$ cat src/rtl/rf_pkg.sv
// Register file shared constants and writeback requester indices.
package rf_pkg;

    localparam int RF_ADDR_W   = 5;
    localparam int RF_DATA_W   = 32;
    localparam int RF_NUM_REGS = 32;

    localparam int WB_ALU = 0;
    localparam int WB_LSU = 1;
    localparam int WB_CSR = 2;

endpackage

$ cat src/rtl/rr_arbiter.sv
// Combinational round-robin arbiter: the search starts at rr_ptr and wraps.
module rr_arbiter #(
    parameter int NUM_REQ = 3,
    parameter int PTR_W   = $clog2(NUM_REQ)
) (
    input  logic [NUM_REQ-1:0] req_valid,
    input  logic [PTR_W-1:0]   rr_ptr,
    output logic [NUM_REQ-1:0] grant,
    output logic [PTR_W-1:0]   grant_idx,
    output logic               grant_valid
);

    // rr_ptr is always below NUM_REQ, so one subtraction is enough to wrap
    function automatic logic [PTR_W-1:0] slot(
        input logic [PTR_W-1:0] p,
        input int               k
    );
        int s;
        s = int'(p) + k;
        if (s >= NUM_REQ) s = s - NUM_REQ;
        return PTR_W'(s);
    endfunction

    always_comb begin
        grant       = '0;
        grant_idx   = '0;
        grant_valid = 1'b0;
        for (int k = 0; k < NUM_REQ; k++) begin
            if (!grant_valid && req_valid[slot(rr_ptr, k)]) begin
                grant_valid             = 1'b1;
                grant[slot(rr_ptr, k)]  = 1'b1;
                grant_idx               = slot(rr_ptr, k);
            end
        end
    end

endmodule

$ cat src/rtl/rf_wb_arbiter.sv
// Arbitrates writeback sources onto the single register file write port
// and tracks pending destination writes in a busy scoreboard.
module rf_wb_arbiter
    import rf_pkg::*;
#(
    parameter int NUM_REQ = 3,
    parameter int ADDR_W  = RF_ADDR_W,
    parameter int DATA_W  = RF_DATA_W
) (
    input  logic                      clk,
    input  logic                      reset,
    input  logic [NUM_REQ-1:0]        req_valid,
    input  logic [NUM_REQ*ADDR_W-1:0] req_addr,
    input  logic [NUM_REQ*DATA_W-1:0] req_data,
    output logic [NUM_REQ-1:0]        req_ready,
    input  logic                      set_en,
    input  logic [ADDR_W-1:0]         set_addr,
    input  logic                      flush,
    output logic                      rg_wrt_en,
    output logic [ADDR_W-1:0]         rg_wrt_addr,
    output logic [DATA_W-1:0]         rg_wrt_data,
    output logic [RF_NUM_REGS-1:0]    busy
);

    localparam int PTR_W = $clog2(NUM_REQ);

    logic [PTR_W-1:0]       rr_ptr;
    logic [NUM_REQ-1:0]     grant;
    logic [PTR_W-1:0]       grant_idx;
    logic                   grant_valid;
    logic [ADDR_W-1:0]      sel_addr;
    logic [DATA_W-1:0]      sel_data;
    logic [RF_NUM_REGS-1:0] busy_nxt;

    rr_arbiter #(
        .NUM_REQ (NUM_REQ),
        .PTR_W   (PTR_W)
    ) u_arb (
        .req_valid   (req_valid),
        .rr_ptr      (rr_ptr),
        .grant       (grant),
        .grant_idx   (grant_idx),
        .grant_valid (grant_valid)
    );

    assign req_ready = grant;
    assign sel_addr  = req_addr[int'(grant_idx)*ADDR_W +: ADDR_W];
    assign sel_data  = req_data[int'(grant_idx)*DATA_W +: DATA_W];

    // A new producer issued this cycle outranks both the completing write and flush
    always_comb begin
        busy_nxt = busy;
        if (rg_wrt_en) busy_nxt[rg_wrt_addr] = 1'b0;
        if (flush) busy_nxt = '0;
        if (set_en) busy_nxt[set_addr] = 1'b1;
        busy_nxt[0] = 1'b0;
    end

    always_ff @(posedge clk or posedge reset) begin
        if (reset) begin
            rr_ptr      <= '0;
            rg_wrt_en   <= 1'b0;
            rg_wrt_addr <= '0;
            rg_wrt_data <= '0;
            busy        <= '0;
        end else begin
            busy      <= busy_nxt;
            rg_wrt_en <= grant_valid && (sel_addr != '0);
            if (grant_valid) begin
                rg_wrt_addr <= sel_addr;
                rg_wrt_data <= sel_data;
                if (int'(grant_idx) == NUM_REQ - 1)
                    rr_ptr <= '0;
                else
                    rr_ptr <= grant_idx + PTR_W'(1);
            end
        end
    end

endmodule

$ cat config.mk
export PLATFORM = sky130hd
export DESIGN_NAME = rf_wb_arbiter
export DESIGN_NICKNAME = d
export VERILOG_FILES = /design/src/rtl/rf_pkg.sv /design/src/rtl/rr_arbiter.sv /design/src/rtl/rf_wb_arbiter.sv
export SDC_FILE = /design/constraint.sdc
export NUM_CORES = 1
export LEC_CHECK = 0
export ABC_AREA = 1
export CAP_MARGIN = 40
export CORE_MARGIN = 5
export CORE_UTILIZATION = 40
export CTS_CLUSTER_DIAMETER = 200
export DETAILED_ROUTE_END_ITERATION = 10
export PLACE_DENSITY = 0.8
export SYNTH_ARGS = -nofsm -noshare
export SYNTH_HDL_FRONTEND = slang
export SYNTH_SLANG_ARGS = --single-unit
export TNS_END_PERCENT = 100
$ cat constraint.sdc
create_clock -name clk -period 3 [get_ports clk]
set_input_delay 0.3 -clock clk [delete_from_list [all_inputs] [get_ports clk]]
set_output_delay 0.3 -clock clk [all_outputs]
set_load 0.02 [all_outputs]
Fig. 1: drive-strength map
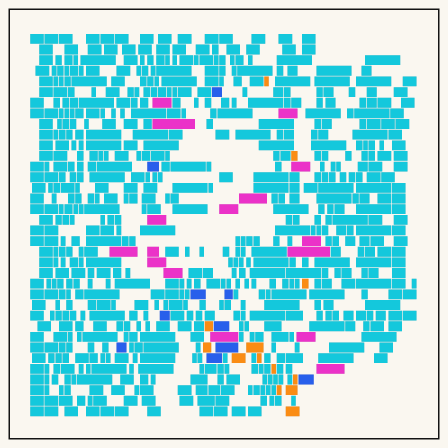
[_6 and larger] magenta | cells: 16
[_2 cells] orange | cells: 13
[_0 and _1 cells] cyan | cells: 644
[_3 and _4 cells] blue | cells: 10
post-route worst setup slack: 0.169 ns
Syn-to-layout area delta: 57.1%
final non-filler cell area: 0.00621 mm2
number of ordinary and repair buffers in the finished layout: 199

Fig. 2: cell outlines without signal wires
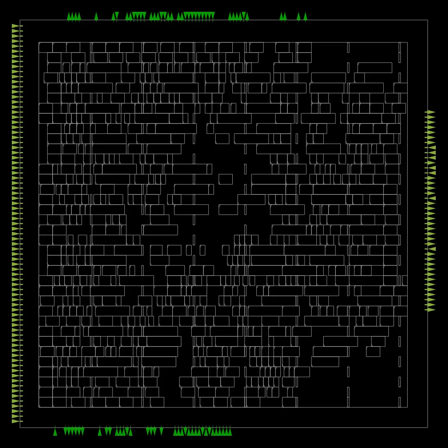
fraction of standard cell area that is sequential: 0.286
tapcells inserted: 133
registers: 71
count of filler cells inserted in the layout: 856

Fig. 3: placement density heat map
11 x 11 tiles, from white (low) to dark blue (high), 0 to 100% covered.
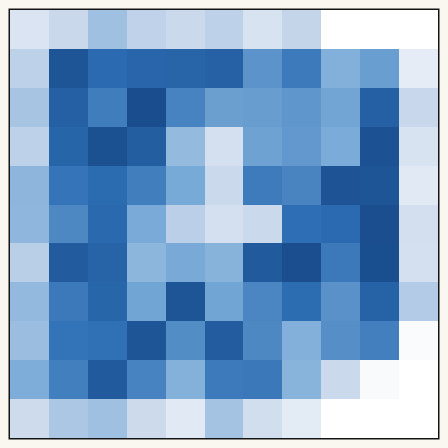
tiles over 75% full: 25%
mean over tiles: 51%
fullest tile: 88%
final design utilization: 0.641
starting utilization of the core area: 0.408
placeable core region: 0.00968 mm2

Fig. 4: layout detail
Region (72, 72) to (92, 92) um. Cells in grey, sequential cells in the stronger grey; small squares are vias.
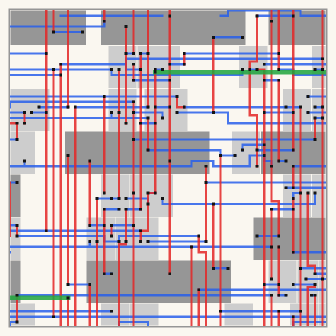
[metal 2] red
[metal 3] green
[metal 1] blue
cells with their middle in the window: 24
sequential cells in the window: 4
most frequent: o21ai_0 (8), nand3_1 (5), o211ai_1 (5)
netlist names of flops here include: busy (4)

==> summary.txt <==
Reports from this run.

- The end of the worst register-to-register path is rg_wrt_data[25].
- The count of routing violations after the opening detailed-route iteration is between 150 and 200.
- The cell taking the most area after synthesis is sky130_fd_sc_hd__dfrtp_1.
- The post-placement setup slack is roughly 0.4 ns.
- The cell sequence reported for the critical path is inv_1, ha_1, inv_2, nand3_1, nand2_1, nand3_2, o221ai_1, clkdlybuf4s50_1.
- Pins over their slew limit in the final report were tallied at 0.
- The later-pin clock latency in the skew report is about 0.35 ns.
- The share of layout cells above drive strength 1 is 0.0571.
- The hold slack is 0.372 ns.
- The number of distinct library cells after synthesis reads 30.
- For this run the detailed placement stage logged an HPWL of between 10 and 15 mm.
- Dividing the detail-routed wire length by the instance count gives approximately 16 um.
- The sequential share of the synthesized area reads 0.450.
- Counting the buffers created by CTS gives 9.
- The number of buffers and inverters on the critical path is 3.
- In the final timing run, aggregate negative setup slack is 0 ns.
- The total DRC errors in the routed layout is 0.
- The path depth of the worst reg2reg path is 12.
- The global-route wire length before repair reads around 21 mm.
- The count of input and output buffers is around 190.
- The end point of the critical path is req_ready[2].
- The synthesized netlist net count is a little over 600.
- The clock sink count reads 71.
- The number of buffers inserted by hold repair at cts is 0.
- The number of buffers between clock root and the deepest sink reads 2.
- The library cell used most frequently in the layout, excluding fill and tap cells, is sky130_fd_sc_hd__clkdlybuf4s50_1.
- The die footprint is about 0.012 mm2.
- The number of cell rows reads 36.
- The CTS tree reads built.
- The clock H-tree reported by CTS has 3 levels.
- The layout report lists the multi-input gate area as 0.00178 mm2.
- The number of antenna violations at the first check in global routing came to 0.
- The run finished with clean final reports.
- The final clock period utilization by the worst path reads 0.944.
- Per the Yosys statistics, synthesis produced just under 500 cells.
- In the layout the commonest cells are sky130_fd_sc_hd__clkdlybuf4s50_1, sky130_fd_sc_hd__dfrtp_1, sky130_fd_sc_hd__nand2_1.
==> synthesized netlist by cell type, types with 2 or more instances <==
library cell / count
sky130_fd_sc_hd__dfrtp_1: 71
sky130_fd_sc_hd__inv_2: 4
sky130_fd_sc_hd__nand3_1: 39
sky130_fd_sc_hd__inv_1: 59
sky130_fd_sc_hd__buf_2: 9
sky130_fd_sc_hd__o21ai_0: 47
sky130_fd_sc_hd__a21oi_1: 32
sky130_fd_sc_hd__ha_1: 4
sky130_fd_sc_hd__clkbuf_1: 11
sky130_fd_sc_hd__o221ai_1: 3
sky130_fd_sc_hd__a31oi_1: 32
sky130_fd_sc_hd__nand2_2: 2
sky130_fd_sc_hd__nand3b_1: 3
sky130_fd_sc_hd__nor2_1: 34
sky130_fd_sc_hd__buf_6: 5
sky130_fd_sc_hd__nand3_2: 2
sky130_fd_sc_hd__nand2_1: 69
sky130_fd_sc_hd__o211ai_1: 31
sky130_fd_sc_hd__nand2_4: 3
sky130_fd_sc_hd__o21ai_1: 24
==> per-layer routing <==
layer | track usage | up-vias | routed length, um
li1 | - | 2060 | -
met1 | 0.262 | 1964 | 4950
met2 | 0.381 | 207 | 6510
met3 | 0.0728 | 20 | 1460
met4 | 0.0721 | 0 | 258
met5 | 0 | - | 0
==> cells by family after synthesis <==
logic type | count (synthesis) | share of synthesized area
AND-OR/OR-AND | 172 | 0.255
AND/OR/NAND/NOR | 156 | 0.182
buffers and inverters | 90 | 0.0995
flip-flops | 71 | 0.450
adder cells (fa/ha/maj) | 4 | 0.0127
other | 1 | 0.000949
==> power breakdown <==
part	internal [mW]	switching [mW]	total [mW]	leakage [nW]
Sequential	1.31	0.210	1.52	0.889
Combinational	1.77	2.75	4.52	1.71
Clock	0.469	0.374	0.843	0.110
==> sequential cells by signal, summed over array words and instances (netlist names) <==
signal,cells
rr_ptr,2
busy,31
rg_wrt_data,32
rg_wrt_en,1
rg_wrt_addr,5
==> final cells by class <==
type,count,area share
repair buffers,199,0.326
multi-input cells,333,0.287
flip-flops and latches,71,0.286
inverters,64,0.0391
well taps,133,0.0268
clock buffers,9,0.0200
clock inverters,7,0.0153
==> worst register-to-register path, stage by stage (launching register included) <==
cell and delay (ns):
sky130_fd_sc_hd__dfrtp_1 0.38, sky130_fd_sc_hd__inv_1 0.08, sky130_fd_sc_hd__ha_1 0.37, sky130_fd_sc_hd__inv_2 0.17, sky130_fd_sc_hd__nand3_1 0.12, sky130_fd_sc_hd__nand2_1 0.13, sky130_fd_sc_hd__nand3_2 0.13, sky130_fd_sc_hd__nor2_4 0.16
sky130_fd_sc_hd__nor2_8 0.08, sky130_fd_sc_hd__inv_4 0.44, sky130_fd_sc_hd__buf_4 0.24, sky130_fd_sc_hd__nand2_1 0.06, sky130_fd_sc_hd__a31oi_1 0.17
==> through the flow <==
stage	power (mW)	cells	cell area, um2
2_1_floorplan	4.65	494	3950
3_3_place_gp	5.94	800	5980
3_5_place_dp	6.07	800	5980
4_1_cts	6.93	816	6200
5_1_grt	7.52	816	6210
6_report	6.89	816	6210
==> repair_timing <==
item	4_1_cts	5_1_grt
setup endpoints to repair	0	2
resized	0	2
hold endpoints to repair	0	0
Power is estimated from default activity; no workload was simulated.
